File: config.mk
export PLATFORM = sky130hd
export DESIGN_NAME = uart_alu_sequencer
export DESIGN_NICKNAME = d
export VERILOG_FILES = /design/src/rtl/uart_alu_sequencer.sv
export SDC_FILE = /design/constraint.sdc
export NUM_CORES = 1
export LEC_CHECK = 0
export CELL_PAD_IN_SITES_DETAIL_PLACEMENT = 0
export CELL_PAD_IN_SITES_GLOBAL_PLACEMENT = 2
export CORE_MARGIN = 3
export CORE_UTILIZATION = 25
export CTS_BUF_LIST = sky130_fd_sc_hd__clkbuf_4
export CTS_CLUSTER_DIAMETER = 120
export CTS_CLUSTER_SIZE = 30
export DETAILED_ROUTE_END_ITERATION = 16
export PLACE_DENSITY = 0.68
export SLEW_MARGIN = 5
export SYNTH_ARGS = -nofsm -noshare
export SYNTH_HDL_FRONTEND = slang
export SYNTH_SLANG_ARGS = --single-unit
File: constraint.sdc
create_clock -name i_clock -period 2.1 [get_ports i_clock]
set_input_delay 0.315 -clock i_clock [delete_from_list [all_inputs] [get_ports i_clock]]
set_output_delay 0.315 -clock i_clock [all_outputs]
set_load 0.01 [all_outputs]
File: src/rtl/uart_alu_sequencer.sv
// Frame controller: collects A, B and opcode bytes, drives the ALU, sends the result.
// Optional inter-byte timeout enabled with `define SEQ_TIMEOUT_EN.
module uart_alu_sequencer #(
   parameter int DBIT          = 8,
   parameter int NB_OP         = 6,
   parameter int TIMEOUT_TICKS = 640
) (
   input  logic             i_clock,
   input  logic             i_reset,
   input  logic             i_tick,
   input  logic             i_rx_done,
   input  logic [DBIT-1:0]  i_rx_data,
   input  logic [DBIT-1:0]  i_alu_result,
   input  logic             i_tx_done,
   output logic [DBIT-1:0]  o_data_a,
   output logic [DBIT-1:0]  o_data_b,
   output logic [NB_OP-1:0] o_opcode,
   output logic             o_tx_start,
   output logic [DBIT-1:0]  o_tx_data,
   output logic             o_busy,
   output logic             o_overrun,
   output logic             o_frame_err
);

   typedef enum logic [2:0] {
      GET_A, GET_B, GET_OP, EXEC, SEND
   } state_t;

   state_t           state_q, state_d;
   logic [DBIT-1:0]  data_a_q, data_a_d;
   logic [DBIT-1:0]  data_b_q, data_b_d;
   logic [NB_OP-1:0] opcode_q, opcode_d;
   logic [DBIT-1:0]  tx_data_q, tx_data_d;
   logic             tx_start_q, tx_start_d;
   logic             busy_q, busy_d;
   logic             overrun_q, overrun_d;
   logic             frame_err_q, frame_err_d;
   logic             timeout;

`ifdef SEQ_TIMEOUT_EN
   localparam int CW = $clog2(TIMEOUT_TICKS + 1);

   logic [CW-1:0] cnt_q, cnt_d;

   assign timeout = (cnt_q == CW'(TIMEOUT_TICKS));

   // Counter only runs while a frame is partially received
   always_comb begin
      cnt_d = cnt_q;
      if (i_rx_done || (state_d != state_q) ||
          !((state_q == GET_B) || (state_q == GET_OP)))
         cnt_d = '0;
      else if (i_tick && !timeout)
         cnt_d = cnt_q + 1'b1;
   end

   always_ff @(posedge i_clock or negedge i_reset) begin
      if (!i_reset) cnt_q <= '0;
      else          cnt_q <= cnt_d;
   end
`else
   logic unused_tick;
   assign unused_tick = i_tick ^ (TIMEOUT_TICKS == 0);
   assign timeout     = 1'b0;
`endif

   always_comb begin
      state_d     = state_q;
      data_a_d    = data_a_q;
      data_b_d    = data_b_q;
      opcode_d    = opcode_q;
      tx_data_d   = tx_data_q;
      tx_start_d  = 1'b0;
      overrun_d   = 1'b0;
      frame_err_d = 1'b0;
      unique case (state_q)
         GET_A: begin
            if (i_rx_done) begin
               data_a_d = i_rx_data;
               state_d  = GET_B;
            end
         end
         GET_B: begin
            if (i_rx_done) begin
               data_b_d = i_rx_data;
               state_d  = GET_OP;
            end else if (timeout) begin
               frame_err_d = 1'b1;
               state_d     = GET_A;
            end
         end
         GET_OP: begin
            if (i_rx_done) begin
               opcode_d = i_rx_data[NB_OP-1:0];
               state_d  = EXEC;
            end else if (timeout) begin
               frame_err_d = 1'b1;
               state_d     = GET_A;
            end
         end
         EXEC: begin
            tx_data_d  = i_alu_result;
            tx_start_d = 1'b1;
            overrun_d  = i_rx_done;
            state_d    = SEND;
         end
         SEND: begin
            overrun_d = i_rx_done;
            if (i_tx_done) state_d = GET_A;
         end
         default: state_d = GET_A;
      endcase
      busy_d = (state_d != GET_A);
   end

   always_ff @(posedge i_clock or negedge i_reset) begin
      if (!i_reset) begin
         state_q     <= GET_A;
         data_a_q    <= '0;
         data_b_q    <= '0;
         opcode_q    <= '0;
         tx_data_q   <= '0;
         tx_start_q  <= 1'b0;
         busy_q      <= 1'b0;
         overrun_q   <= 1'b0;
         frame_err_q <= 1'b0;
      end else begin
         state_q     <= state_d;
         data_a_q    <= data_a_d;
         data_b_q    <= data_b_d;
         opcode_q    <= opcode_d;
         tx_data_q   <= tx_data_d;
         tx_start_q  <= tx_start_d;
         busy_q      <= busy_d;
         overrun_q   <= overrun_d;
         frame_err_q <= frame_err_d;
      end
   end

   assign o_data_a    = data_a_q;
   assign o_data_b    = data_b_q;
   assign o_opcode    = opcode_q;
   assign o_tx_data   = tx_data_q;
   assign o_tx_start  = tx_start_q;
   assign o_busy      = busy_q;
   assign o_overrun   = overrun_q;
   assign o_frame_err = frame_err_q;

endmodule

**Run 1: logic cells by family**

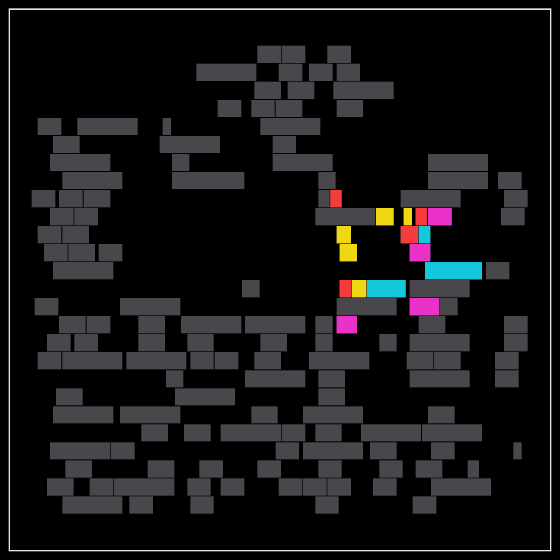
legend:
  yellow:
    family: NAND gates
    cells: 5
  cyan:
    family: NOR gates
    cells: 3
  red:
    family: inverting AOI/OAI gates
    cells: 4
    most_used: a21oi_1
  magenta:
    family: AND and OR gates
    cells: 4
    most_used: or3b_2
    where: middle right

**Run 1: sequential cells grouped by signal name**

Scale bar: 20 µm.
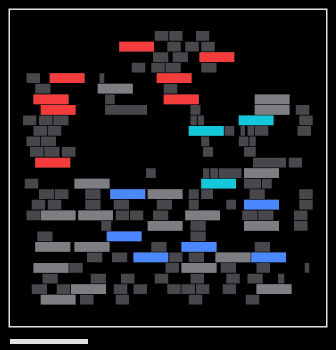
legend:
  red:
    netlist_name: `o_tx_data`
    placed_flops: 8
  cyan:
    netlist_name: `state_q`
    placed_flops: 3
  blue:
    netlist_name: `o_opcode`
    placed_flops: 6
not colored: 19

**Run 1: M2 wires**

Scale bar: 20 µm.
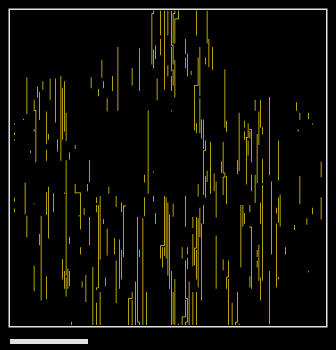
share of all routed wire: 51%
main direction: vertical
longest straight run: 29.6 µm

==> metrics.yaml, run 1 <==
outcome:
  run_status: "finished clean"
finish:
  n_clock_buffer: 6
  clock_cell_area_share: 0.0384
  nNonClkInverters: 1
  flop_area_um2: 901
  nets: 166
  fin_util: 0.393
  diodes: 0
  top_area_cell_class: "sequential cells"
  nonClkBufAreaFrac: 0.255
  seq_cell_count: 36
  layout_top_cells: "clkdlybuf4s50_1 (51), dfrtp_1 (36), mux2_2 (30)"
  layout_top_cell: "clkdlybuf4s50_1"
drt:
  dr.pass1.iters: 2
  drc_errors: 0
  wl_per_cell_um: 14.1
  postRouteAntennaNets: 0
  via_count: 932
place:
  place_ws_ps: 153
timing:
  slew_headroom: 0.458
  tns_ps: 0
  holdWs_ps: 55.5
  period_needed_ps: 1570
  rsz0062_at_grt: "false"
clock_tree:
  cts_setup_buffers: 0
  hold_buffers: 0
  path_clk_slew_ps: 110
  clock-sinks: 36
setup_path:
  crit_type: "input pin to flip-flop"
  cp-endpoint: "o_data_b[3]"
  crit_start: "i_rx_done"
  arrival_ps: 1810
  end_kind: "flip-flop"
synth:
  syn_area_per_cell_um2: 15.7
  synthSimpleGateAreaFrac: 0.0773
  ys.flops: 36
  adder_share: 0
  xor_area_frac: 0
  syn_area_um2: 1430
  yosysCellCount: 91
  syn-num-nets: 112
power:
  p_leak_nw: 0.862
  internal_power_mw: 2.21
  comb_power_mw: 1.40
  combPwrFrac: 0.444
  seqPwrFrac: 0.400
  top_power_group: "combinational logic"
floorplan:
  die_y_um: 81.5
  rows: 26
global_routing:
  grt_pass1_wl_um: 4910
min_path:
  hp-class: "input pin to asynchronous set/reset pin"
flow_run:
  warnings: 27
-- run 1: Yosys cell counts --
cell      count  share of area
a21boi_0      1         0.0053
a21oi_1       2         0.0070
and4bb_2      1         0.0088
buf_2         3          0.011
buf_4         2          0.011
buf_6         1         0.0079
clkbuf_2      1         0.0035
conb_1        1         0.0026
dfrtp_1      36           0.63
inv_1         1         0.0026
mux2_2       30           0.24
nand2_1       1         0.0026
nand2b_1      2         0.0088
nand3b_1      2          0.011
nor3_1        1         0.0035
nor4b_4       1          0.017
nor4bb_1      1         0.0070
o21ai_0       1         0.0035
or3b_2        2          0.012
or4b_2        1         0.0070
-- run 1: metrics by stage --
step | cells | total power [mW] | cell area, µm²
floorplan | 91 | 1.91 | 1430
global placement | 208 | 2.66 | 2000
detailed placement | 208 | 2.69 | 2000
CTS | 216 | 3.21 | 2080
global route | 216 | 3.36 | 2080
finish | 216 | 3.15 | 2080
-- run 1: critical path: stages --
cell and delay, ps:
clkdlybuf4s50_1 600, nor4bb_2 320, buf_4 220, mux2_2 340
-- run 1: registers in the layout (all words and copies together), names as in the netlist --
name        cells
o_data_a        8
state_q         3
o_data_b        8
o_overrun       1
o_tx_start      1
o_busy          1
o_tx_data       8
o_opcode        6
-- run 1: layer usage --
layer / wire length (µm) / vias up / GRT usage
li1: - / 424 / -
met1: 1260 / 473 / 0.116
met2: 1560 / 30 / 0.168
met3: 161 / 5 / 0.0340
met4: 64 / 0 / 0.0507
met5: 0 / - / 0
-- run 1: kinds of logic (layout without fill, tap and decap cells) --
| group | count (synthesis) | in the layout |
|---|---|---|
| other cells | 1 | 1 |
| mux | 30 | 30 |
| compound gates | 4 | 4 |
| simple gates | 12 | 12 |
| flops | 36 | 36 |
| buf+inv | 8 | 63 |
**Run 1: track usage over the die**

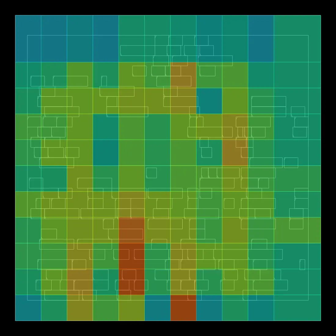

==> inputs of run 2 (changes only) <==
- clock period: 2.1 -> 1.63 ns (I/O delays scaled with it)
**Run 2: track usage over the die**

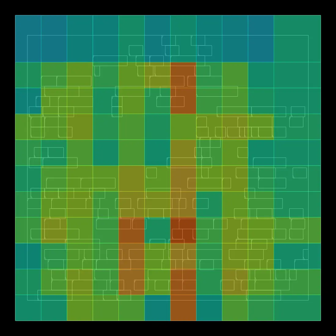
gr usage total: 0.106
final core area utilization: 0.401
met2 Usage GRT: 0.171
met1 usage: 0.125
GRT Max-Usage Layer: met2

==> run 2 against run 1 <==
Utilization is 0.85 points higher. Synthesized cell count stayed put. Non-clock buffer count is 4 higher. Die size stayed put. Critical path depth is 3 lower. Sequential share of layout area is 0.92 points lower. Clock-buffer cell count is 1 lower. Critical path type is now flip-flop to output port. Critical endpoint is now o_data_b[0]. Largest power group unchanged.
==> metrics.yaml, run 2 <==
outcome:
  run_status: "finished clean"  # unchanged
timing:
  holdWs_ps: 468  # was 55.5 ps
  tns_ps: 0  # unchanged
  rsz0062_at_grt: "false"  # unchanged
  period_needed_ps: 1500
place:
  place_ws_ps: -133  # was 153 ps
  place_inst: 211  # was 208
  place_area_um2: 2040  # was 2000 µm²
setup_path:
  crit_type: "flip-flop to output port"  # was input pin to flip-flop
  crit_slowest_cell: "clkdlybuf4s50_1"  # unchanged
  path_buffers: 1  # was 2
  arrival_ps: 1260  # was 1810 ps
  critical_path.max_stage_delay_ps: 550  # was 600 ps
  end_kind: "output port"  # was flip-flop
  crit_family: "buffers and inverters"  # unchanged
synth:
  top_area_cell: "dfrtp_1"  # unchanged
  top_cells_by_count: "dfrtp_1 (36), mux2_2 (30), buf_2 (3)"  # unchanged
  synthArstFlopShare: 1.00  # unchanged
  yosysTopAreaCellShare: 0.632  # unchanged
  edf_count: 0  # unchanged
  ys.flop_type: "dfrtp_1"  # unchanged
  top_cells_by_area: "dfrtp_1 (63%), mux2_2 (24%), nor4b_4 (1.7%)"  # unchanged
  syn-num-nets: 112  # unchanged
  syn_area_um2: 1430  # unchanged
  yosysMostFrequentCell: "dfrtp_1"  # unchanged
  yosysCellCount: 91  # unchanged
  synth_cells: 91  # unchanged
  ys.flops: 36  # unchanged
  syn_area_per_cell_um2: 15.7  # unchanged
finish:
  stdcell_area_um2: 2130  # was 2080 µm²
  layout_top_cells: "clkdlybuf4s50_1 (51), dfrtp_1 (36), mux2_2 (30)"  # unchanged
  fin_cells: 220  # was 216
  nets: 170  # was 166
  diodes: 0  # unchanged
floorplan:
  rows: 26  # unchanged
  die_y_um: 81.5  # unchanged
drt:
  postRouteAntennaNets: 0  # unchanged
  dr.pass1.iters: 4  # was 2
  wl_per_cell_um: 13.9  # was 14.1 µm
  drtIter0Drc: 18  # was 32
  via_count: 944  # was 932
power:
  finalPower_mw: 4.10  # was 3.15 mW
  p_leak_nw: 0.879  # was 0.862 nW
clock_tree:
  path_clk_slew_ps: 120  # was 110 ps
  hold_buffers: 1  # was 0
  cts_setup_buffers: 0  # unchanged
  clock-sinks: 36  # unchanged
global_routing:
  grt_pass1_wl_um: 5220  # was 4910 µm
min_path:
  hp-class: "input pin to asynchronous set/reset pin"  # unchanged
flow_run:
  warnings: 27  # unchanged
[run 2: cell count changes in the layout (fill, tap and decap cells not counted), sizes merged]
cell and change:
clkinvlp +1, dlygate4sd3 +1, buf +3, clkbuf -1
[run 2: worst max path at each step]
stage | from | to | slack [ps] | depth (start not counted)
floorplan | state_q[0] | o_data_a[0] | 180 | 3
global placement | i_rx_done | o_data_b[7] | -110 | 4
detailed placement | i_rx_done | o_data_b[3] | -130 | 4
CTS | o_data_b[0] | o_data_b[0] | 90 | 1
global route | state_q[1] | o_data_b[4] | 20 | 3
finish | o_data_b[0] | o_data_b[0] | 130 | 1
[run 2: routing by layer]
| metal | part of all wire | up-vias | global-route usage |
|---|---|---|---|
| met2 | 0.51 | 32 | 0.171 |
| met1 | 0.42 | 478 | 0.125 |
| met3 | 0.055 | 2 | 0.0285 |
| met4 | 0.012 | 0 | 0.0659 |
| met5 | 0 | - | 0 |
| li1 | - | 432 | - |
[run 2: power by group]
| group | switching, mW | internal [mW] | leakage, nW |
|---|---|---|---|
| Combinational | 0.630 | 1.22 | 0.408 |
| Clock | 0.316 | 0.320 | 0.0412 |
| Sequential | 0.281 | 1.33 | 0.430 |
| Total | 1.23 | 2.87 | 0.879 |
[run 2: layout make-up]
cell class / instances / area, µm²
clock inverter: 3 / 42.5
tap: 70 / 87.6
clock buffer: 5 / 37.5
multi-input combinational: 47 / 480
sequential: 36 / 901
inverter: 1 / 3.75
fill: 508 / 3170
timing repair buffer: 58 / 576
[run 2: cell families (layout without fill, tap and decap cells)]
kind of cell / after synthesis / in the layout / synth area share
buffers and inverters: 8 / 67 / 0.0351
other: 1 / 1 / 0.00263
and+or+nand+nor: 12 / 12 / 0.0772
AOI/OAI and AO/OA: 4 / 4 / 0.0158
DFF: 36 / 36 / 0.632
muxes: 30 / 30 / 0.237
==> inputs of run 3 (changes only) <==
--- a/config.mk
+++ b/config.mk
@@ -15,5 +15,4 @@
 export DETAILED_ROUTE_END_ITERATION = 16
 export PLACE_DENSITY = 0.68
-export SLEW_MARGIN = 5
 export SYNTH_ARGS = -nofsm -noshare
 export SYNTH_HDL_FRONTEND = slang
==> constraint.sdc (replaced) <==
create_clock -name i_clock -period 1.63 [get_ports i_clock]
set_input_delay 0.2445 -clock i_clock [delete_from_list [all_inputs] [get_ports i_clock]]
set_output_delay 0.2445 -clock i_clock [all_outputs]
set_load 0.005 [all_outputs]
**Run 3: signal wires on met3**

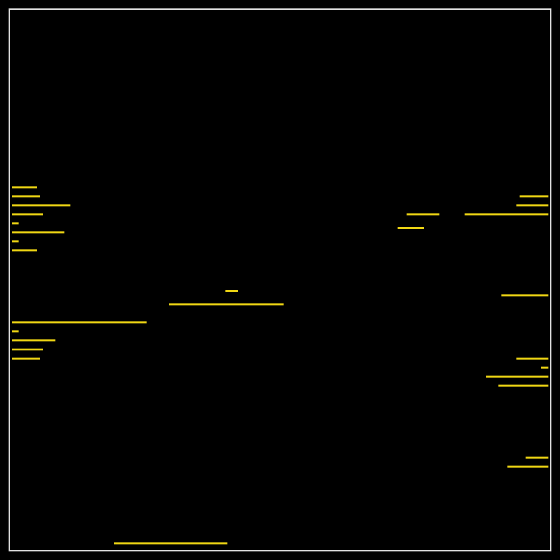
wire length on this layer: 170 µm
main direction: horizontal

==> run 3 against run 2 <==
Sequential share of layout area unchanged. Critical path type is now flip-flop to flip-flop. Largest cell class unchanged. Register-to-register slack about the same. Via count unchanged. Sequential power about the same. Setup slack better by 18 ps. Combinational power down 9%. Critical endpoint is now o_data_b[5].
==> metrics.yaml, run 3 <==
synth:
  top_area_cell: "dfrtp_1"  # unchanged
  ys_area_um2: 1430  # unchanged
  yosysCellCount: 91  # unchanged
  top_cells_by_count: "dfrtp_1 (36), mux2_2 (30), buf_2 (3)"  # unchanged
  ys.flop_type: "dfrtp_1"  # unchanged
  ys_warn_count: 0  # unchanged
  ys.flops: 36  # unchanged
  syn_area_um2: 1430  # unchanged
  syn_area_per_cell_um2: 15.7  # unchanged
  yosysSeqAreaShare: 0.632  # unchanged
  edf_count: 0  # unchanged
  top_cells_by_area: "dfrtp_1 (63%), mux2_2 (24%), nor4b_4 (1.7%)"  # unchanged
  yosysTopAreaCellShare: 0.632  # unchanged
  yosysMostFrequentCell: "dfrtp_1"  # unchanged
  synth_cells: 91  # unchanged
  synthArstFlopShare: 1.00  # unchanged
  syn-num-nets: 112  # unchanged
setup_path:
  arrival_ps: 1720  # was 1260 ps
  path_buffers: 1  # unchanged
  crit_family: "flip-flops"  # was buffers and inverters
  crit_type: "flip-flop to flip-flop"  # was flip-flop to output port
  critical_path_depth: 3  # was 1
  rrSetupSlack_ps: 140  # about the same
  r2r_cells: 3  # unchanged
  critical_path.max_stage_delay_ps: 510  # was 550 ps
  end_kind: "flip-flop"  # was output port
  crit_chain: "nor4bb_2 -> buf_4 -> mux2_2"  # was clkdlybuf4s50_1
  crit_slowest_cell: "dfrtp_1"  # was clkdlybuf4s50_1
  crit_start: "state_q[1]"  # was o_data_b[0]
  cp-endpoint: "o_data_b[5]"  # was o_data_b[0]
power:
  finalPower_mw: 3.93  # was 4.10 mW
  seqPwrFrac: 0.409  # was 0.393
  combPwrFrac: 0.429  # was 0.452
  internal_power_mw: 2.86  # was 2.87 mW
  power_switching_mw: 1.07  # was 1.23 mW
  p_leak_nw: 0.879  # unchanged
  power.clock.fraction: 0.162  # was 0.155
  switching_share: 0.272  # was 0.300
finish:
  fin_cells: 220  # unchanged
  diodes: 0  # unchanged
  layout_top_cell: "clkdlybuf4s50_1"  # unchanged
  fin_util: 0.401  # unchanged
  nets: 170  # unchanged
  stdcell_area_um2: 2130  # unchanged
  layout_top_cells: "clkdlybuf4s50_1 (51), dfrtp_1 (36), mux2_2 (30)"  # unchanged
drt:
  postRouteAntennaNets: 0  # unchanged
  wl_per_cell_um: 13.9  # unchanged
  drc_errors: 0  # unchanged
  wl_um: 3070  # unchanged
  drtIter0Drc: 18  # unchanged
  dr.pass1.iters: 4  # unchanged
  viasPerCell: 4.29  # unchanged
  via_count: 944  # unchanged
floorplan:
  fp.coreArea_um2: 5300  # unchanged
  die_y_um: 81.5  # unchanged
  rows: 26  # unchanged
  io-pin-count: 55  # unchanged
place:
  place_ws_ps: -133  # unchanged
  place_area_um2: 2040  # unchanged
  place_inst: 211  # unchanged
  place.port_buffers: 52  # unchanged
clock_tree:
  path_clk_slew_ps: 120  # about the same
  cts_root_buf: "clkbuf_4"  # unchanged
  clock-sinks: 36  # unchanged
outcome:
  run_status: "finished clean"  # unchanged
min_path:
  hp-class: "input pin to asynchronous set/reset pin"  # unchanged
flow_run:
  drv_cap: 0  # unchanged
  warnings: 27  # unchanged
global_routing:
  grt_max_degree: 37  # unchanged
  grt_pass1_wl_um: 5220  # unchanged
  track_usage: 0.106  # unchanged
  grt_pass1_vias: 1020  # unchanged
timing:
  fmax_mhz: 673  # was 665 MHz
  holdWs_ps: 468  # unchanged
  slew_viol_final: 0  # unchanged
  finalSetupViolCount: 0  # unchanged
  period_needed_ps: 1490  # was 1500 ps
  tns_ps: 0  # unchanged
  rsz0062_at_grt: "false"  # unchanged
==> run 3: repair_timing <==
action	in CTS	in global routing
setup buffers	0	0
endpoints found under the hold margin	36	0
endpoints found under the setup margin	0	0
hold buffers	1	0
==> run 3: cell type report <==
cell class,count,area (µm²)
Fill cell,508,3170
Sequential cell,36,901
Timing Repair Buffer,58,576
Multi-Input combinational cell,47,480
Tap cell,70,87.6
Clock inverter,3,42.5
Clock buffer,5,37.5
Inverter,1,3.75
==> run 3: power groups by stage <==
stage                     clock [mW]  sequential [mW]  combinational (mW)
after floorplan                    0             1.58               0.721
after global placement             0             1.62                1.69
after detailed placement           0             1.64                1.72
after CTS                      0.662             1.62                1.73
after global routing           0.709             1.68                1.82
final                          0.636             1.61                1.69
==> run 3: how the worst min path moves through the flow <==
stage / startpoint / end / cells past startpoint
3_5_place_dp: i_reset / o_data_a[2] / 2
3_3_place_gp: i_reset / o_data_a[2] / 2
6_report: i_reset / o_opcode[0] / 3
2_1_floorplan: i_reset / o_busy / 0
4_1_cts: i_reset / o_data_b[0] / 3
5_1_grt: i_reset / state_q[2] / 3
==> run 3: per-layer routing <==
| layer | GRT usage | vias up | routed length [µm] |
|---|---|---|---|
| met5 | 0 | - | 0 |
| met4 | 0.0659 | 0 | 38 |
| met3 | 0.0285 | 2 | 169 |
| met2 | 0.171 | 32 | 1560 |
| met1 | 0.125 | 478 | 1300 |
| li1 | - | 432 | - |
==> run 3: kinds of logic after synthesis <==
logic type	after synthesis	synth area share
mux	30	0.237
simple gates	12	0.0772
flops	36	0.632
other cells	1	0.00263
buf+inv	8	0.0351
compound gates	4	0.0158
==> run 3: worst register-to-register path, cell delays in order, from the launching register on <==
cell and delay, ps:
dfrtp_1 510, nor4bb_2 320, buf_4 220, mux2_2 340
Power figures rest on the tool's default switching activity, not on a simulated workload.
